### config.mk
export PLATFORM = sky130hd
export DESIGN_NAME = alu_share_arbiter
export DESIGN_NICKNAME = d
export VERILOG_FILES = /design/src/rtl/alu_pkg.sv /design/src/rtl/alu.sv /design/src/rtl/alu_share_arbiter.sv
export SDC_FILE = /design/constraint.sdc
export NUM_CORES = 2
export LEC_CHECK = 0
export CAP_MARGIN = 15
export CORE_ASPECT_RATIO = 0.8
export CORE_MARGIN = 2
export CORE_UTILIZATION = 37
export CTS_CLUSTER_SIZE = 16
export DETAILED_ROUTE_END_ITERATION = 8
export PLACE_DENSITY = 0.57
export SETUP_SLACK_MARGIN = 0.15
export SLEW_MARGIN = 25
export SYNTH_ARGS = -nofsm -noshare
export SYNTH_HDL_FRONTEND = slang
export SYNTH_SLANG_ARGS = --single-unit
### constraint.sdc
create_clock -name clk -period 27.1 [get_ports clk]
set_input_delay 6.775 -clock clk [delete_from_list [all_inputs] [get_ports clk]]
set_output_delay 6.775 -clock clk [all_outputs]
set_load 0.02 [all_outputs]
### src/rtl/alu_pkg.sv
// Shared ALU definitions: widths, opcode encodings and the opcode legality check.
package alu_pkg;

  localparam int WIDTH = 32;
  localparam int OPW   = 3;

  localparam logic [OPW-1:0] OP_AND = 3'b000;
  localparam logic [OPW-1:0] OP_OR  = 3'b001;
  localparam logic [OPW-1:0] OP_ADD = 3'b010;
  localparam logic [OPW-1:0] OP_SUB = 3'b100;
  localparam logic [OPW-1:0] OP_MUL = 3'b101;
  localparam logic [OPW-1:0] OP_SLT = 3'b110;

  // 011 and 111 are unassigned and must be answered with an error response
  function automatic logic op_is_legal(input logic [OPW-1:0] op);
    case (op)
      OP_AND, OP_OR, OP_ADD, OP_SUB, OP_MUL, OP_SLT: return 1'b1;
      default:                                       return 1'b0;
    endcase
  endfunction

endpackage

### src/rtl/alu.sv
// Combinational ALU shared between requesters; unassigned opcodes produce zero.
module alu
  import alu_pkg::*;
#(
  parameter int WIDTH = alu_pkg::WIDTH,
  parameter int OPW   = alu_pkg::OPW
) (
  input  logic [OPW-1:0]   op,
  input  logic [WIDTH-1:0] a,
  input  logic [WIDTH-1:0] b,
  output logic [WIDTH-1:0] result
);

  // Opcode decode; ADD/SUB/MUL wrap modulo 2^WIDTH by truncation
  always_comb begin
    result = '0;
    case (op)
      OP_AND:  result = a & b;
      OP_OR:   result = a | b;
      OP_ADD:  result = a + b;
      OP_SUB:  result = a - b;
      OP_MUL:  result = a * b;
      OP_SLT:  result = {{(WIDTH-1){1'b0}}, ($signed(a) < $signed(b))};
      default: result = '0;
    endcase
  end

endmodule

### src/rtl/alu_share_arbiter.sv
// Two-port arbiter for one shared ALU: grants at most one op per cycle and
// returns a registered response to the winning port on the following cycle.
module alu_share_arbiter
  import alu_pkg::*;
#(
  parameter int WIDTH = alu_pkg::WIDTH,
  parameter int OPW   = alu_pkg::OPW
) (
  input  logic             clk,
  input  logic             rst_n,
  input  logic             prio_mode,
  input  logic             req0_valid,
  input  logic [OPW-1:0]   req0_op,
  input  logic [WIDTH-1:0] req0_a,
  input  logic [WIDTH-1:0] req0_b,
  input  logic             req1_valid,
  input  logic [OPW-1:0]   req1_op,
  input  logic [WIDTH-1:0] req1_a,
  input  logic [WIDTH-1:0] req1_b,
  output logic             req0_ready,
  output logic             req1_ready,
  output logic             resp0_valid,
  output logic [WIDTH-1:0] resp0_data,
  output logic             resp0_zero,
  output logic             resp0_err,
  output logic             resp1_valid,
  output logic [WIDTH-1:0] resp1_data,
  output logic             resp1_zero,
  output logic             resp1_err
);

  logic             last_grant;
  logic             grant0;
  logic             grant1;
  logic [OPW-1:0]   alu_op;
  logic [WIDTH-1:0] alu_a;
  logic [WIDTH-1:0] alu_b;
  logic [WIDTH-1:0] alu_result;
  logic             legal;
  logic [WIDTH-1:0] next_data;
  logic             next_zero;
  logic             next_err;
  logic             resp0_pulse;
  logic             resp1_pulse;

  // Grant: port 0 wins unless port 1 is owed the round-robin turn
  always_comb begin
    grant0 = 1'b0;
    grant1 = 1'b0;
    if (rst_n) begin
      grant0 = req0_valid && (!req1_valid || prio_mode || last_grant);
      grant1 = req1_valid && !grant0;
    end else begin
      grant0 = 1'b0;
      grant1 = 1'b0;
    end
  end

  assign req0_ready = grant0;
  assign req1_ready = grant1;

  // Operand mux parks on port 0 when nobody is granted
  always_comb begin
    alu_op = req0_op;
    alu_a  = req0_a;
    alu_b  = req0_b;
    if (grant1) begin
      alu_op = req1_op;
      alu_a  = req1_a;
      alu_b  = req1_b;
    end else begin
      alu_op = req0_op;
      alu_a  = req0_a;
      alu_b  = req0_b;
    end
  end

  alu #(
    .WIDTH (WIDTH),
    .OPW   (OPW)
  ) u_alu (
    .op     (alu_op),
    .a      (alu_a),
    .b      (alu_b),
    .result (alu_result)
  );

  // Illegal opcodes report err with data and zero forced low
  always_comb begin
    legal     = op_is_legal(alu_op);
    next_data = '0;
    next_zero = 1'b0;
    next_err  = 1'b1;
    if (legal) begin
      next_data = alu_result;
      next_zero = (alu_result == '0);
      next_err  = 1'b0;
    end else begin
      next_data = '0;
      next_zero = 1'b0;
      next_err  = 1'b1;
    end
  end

  // Response registers and round-robin pointer; fields hold between pulses
  always_ff @(posedge clk) begin
    if (!rst_n) begin
      last_grant  <= 1'b1;
      resp0_pulse <= 1'b0;
      resp1_pulse <= 1'b0;
      resp0_data  <= '0;
      resp0_zero  <= 1'b0;
      resp0_err   <= 1'b0;
      resp1_data  <= '0;
      resp1_zero  <= 1'b0;
      resp1_err   <= 1'b0;
    end else begin
      resp0_pulse <= grant0;
      resp1_pulse <= grant1;
      if (grant0) begin
        resp0_data <= next_data;
        resp0_zero <= next_zero;
        resp0_err  <= next_err;
        last_grant <= 1'b0;
      end
      if (grant1) begin
        resp1_data <= next_data;
        resp1_zero <= next_zero;
        resp1_err  <= next_err;
        last_grant <= 1'b1;
      end
    end
  end

  // A response still in flight when reset arrives is never presented
  assign resp0_valid = resp0_pulse & rst_n;
  assign resp1_valid = resp1_pulse & rst_n;

endmodule

==> flow_summary.json <==
{
  "synth_top_area_share": 0.345,
  "mostFrequentLayoutCell": "inv_1",
  "viasPerCell": 5.69,
  "drc": 0,
  "lay_top_cells": "inv_1, nand2_1, nor2_1",
  "clockBufferDepth": 2,
  "aoi_share": 0.137,
  "synth_chip_area_sq_um": 23800,
  "min_from": "resp1_err$_SDFFE_PN0N_",
  "fin_setup_tns_ps": 0,
  "drv_slew": 0,
  "grt_pass1_wl_um": 150000,
  "synthesis.instances": 2959,
  "placed_cell_area_sq_um": 26800,
  "pre_cts_slack_ps": 9300,
  "max-slew-margin-rel": 0.299,
  "initialDrtViolationCount": 2506,
  "clkSlewWorstSetupHoldPaths_ps": 60,
  "wl_met3_um": 11400,
  "timing.rr.end": "resp0_zero$_SDFFE_PN0P_",
  "placedCellCount": 3937,
  "crit_path_start_kind": "primary input",
  "fp_nets": 3727,
  "antenna_found_initial": 2,
  "comb_cells": 2272,
  "postSynthSeqShare": 0.0597,
  "drive_gt1_frac": 0.0409,
  "finalCritPeriodShare": 0.654,
  "fp.dieW_um": 288,
  "nWellTaps": 850,
  "ys_sh_simple": 0.186,
  "fa_ha_area_frac": 0.460,
  "cts_setup_buffers": 0,
  "edf_count": 0,
  "critPathRequiredTime_ps": 27380,
  "clock_sinks": 71,
  "root_buffer": "clkbuf_16",
  "nFlopsAndLatches": 71,
  "grt_use_total": 0.303,
  "cts_resized": 0,
  "most_common_cell": "inv_1",
  "gp_congestion": 1.01,
  "path_buffers": 6,
  "design.die.area_sq_um": 66400,
  "holdPathStages": 1,
  "reg2reg_slack_ps": 16290,
  "clock.fmax_mhz": 56.5,
  "worst_pin_slew_ps": 1040,
  "hold_violations": 0,
  "setup_viol": 0,
  "comb_share": 0.738,
  "grt-busiest-layer": "met2",
  "synthTopCellsByCount": "inv_1, nand2_1, nor2_1",
  "grt_max_degree": 70,
  "dp_hpwl_um": 79300,
  "ys_warn_count": 0,
  "status": "complete, no violations",
  "synth.logic.top_family": "adder cells",
  "firstDrtPassIters": 6,
  "cts_tree": "built",
  "seq_share": 0.0524,
  "highest_layer": "met5",
  "yosys_cells": 2959,
  "r2r-start": "last_grant$_SDFFE_PP1P_",
  "clkCellAreaFrac": 0.0122,
  "drv_cap": 0,
  "fillers": 6429,
  "final_cells": 3953,
  "grt-ovfl-total": 0,
  "final-nonclk-buf-share": 0.0917,
  "crit_type": "in -> reg",
  "wl_um": 100000,
  "path_max_fanout": 69,
  "port_buffers": 210,
  "synthTopCellsByArea": "fa_1, ha_1, inv_1"
}
clk_routes.png
Scale: 2 px per um.
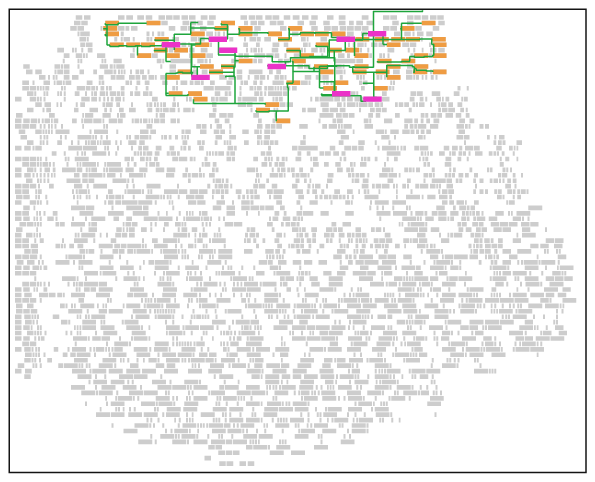
[green] clock wires | length: 1050 um
[magenta] clock drivers | count: 9
[orange] flip-flops | count: 71
flops lie: north
Setup Skew: 4.61 ps
Clock Latency Late Sink: 340 ps

congestion.png
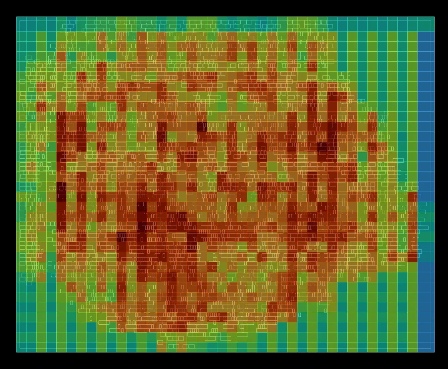
GR Util met2: 0.459
GR met3 Demand/Resource: 0.0780
Avg WL per Cell: 25.4 um

power_grid.png
Scale: 1 px per um. Pins as bars on the die edge.
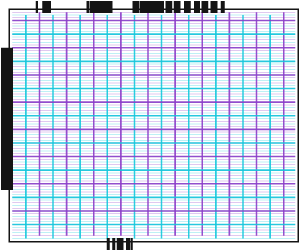
[cyan] VSS
[purple] VDD
met4 straps: 20
signal pins: 211
met5 straps: 16
core area: 63900 sq um
die extent in y: 231 um

detail.png
Region (206, 163) to (226, 183) um. Cells in gray, sequential cells in the stronger gray; small squares are vias.
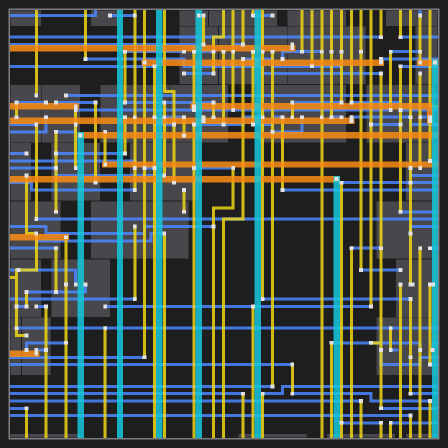
[yellow] metal 2
[cyan] metal 4
[orange] metal 3
[blue] metal 1
sequential cells in the window: 0
cells with their middle in the window: 20
most frequent: ha_1 (2)

placement_by_type.png
Scale: 1.5 px per um. Fill, decap, tap and diode cells in gray.
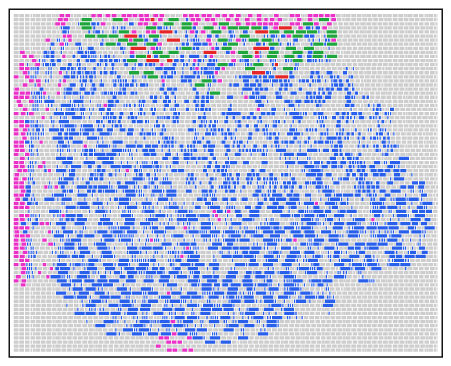
[magenta] remaining buffers and delay cells | cells: 261 | share of their area: 9.5%
[red] clock drivers and dummy loads | cells: 16 | share of their area: 1.3%
[blue] combinational and other logic | cells: 2755 | share of their area: 84%
[green] sequential cells | cells: 71 | share of their area: 5.5%
Final Cell Area: 27100 sq um
Util after Layout: 0.424

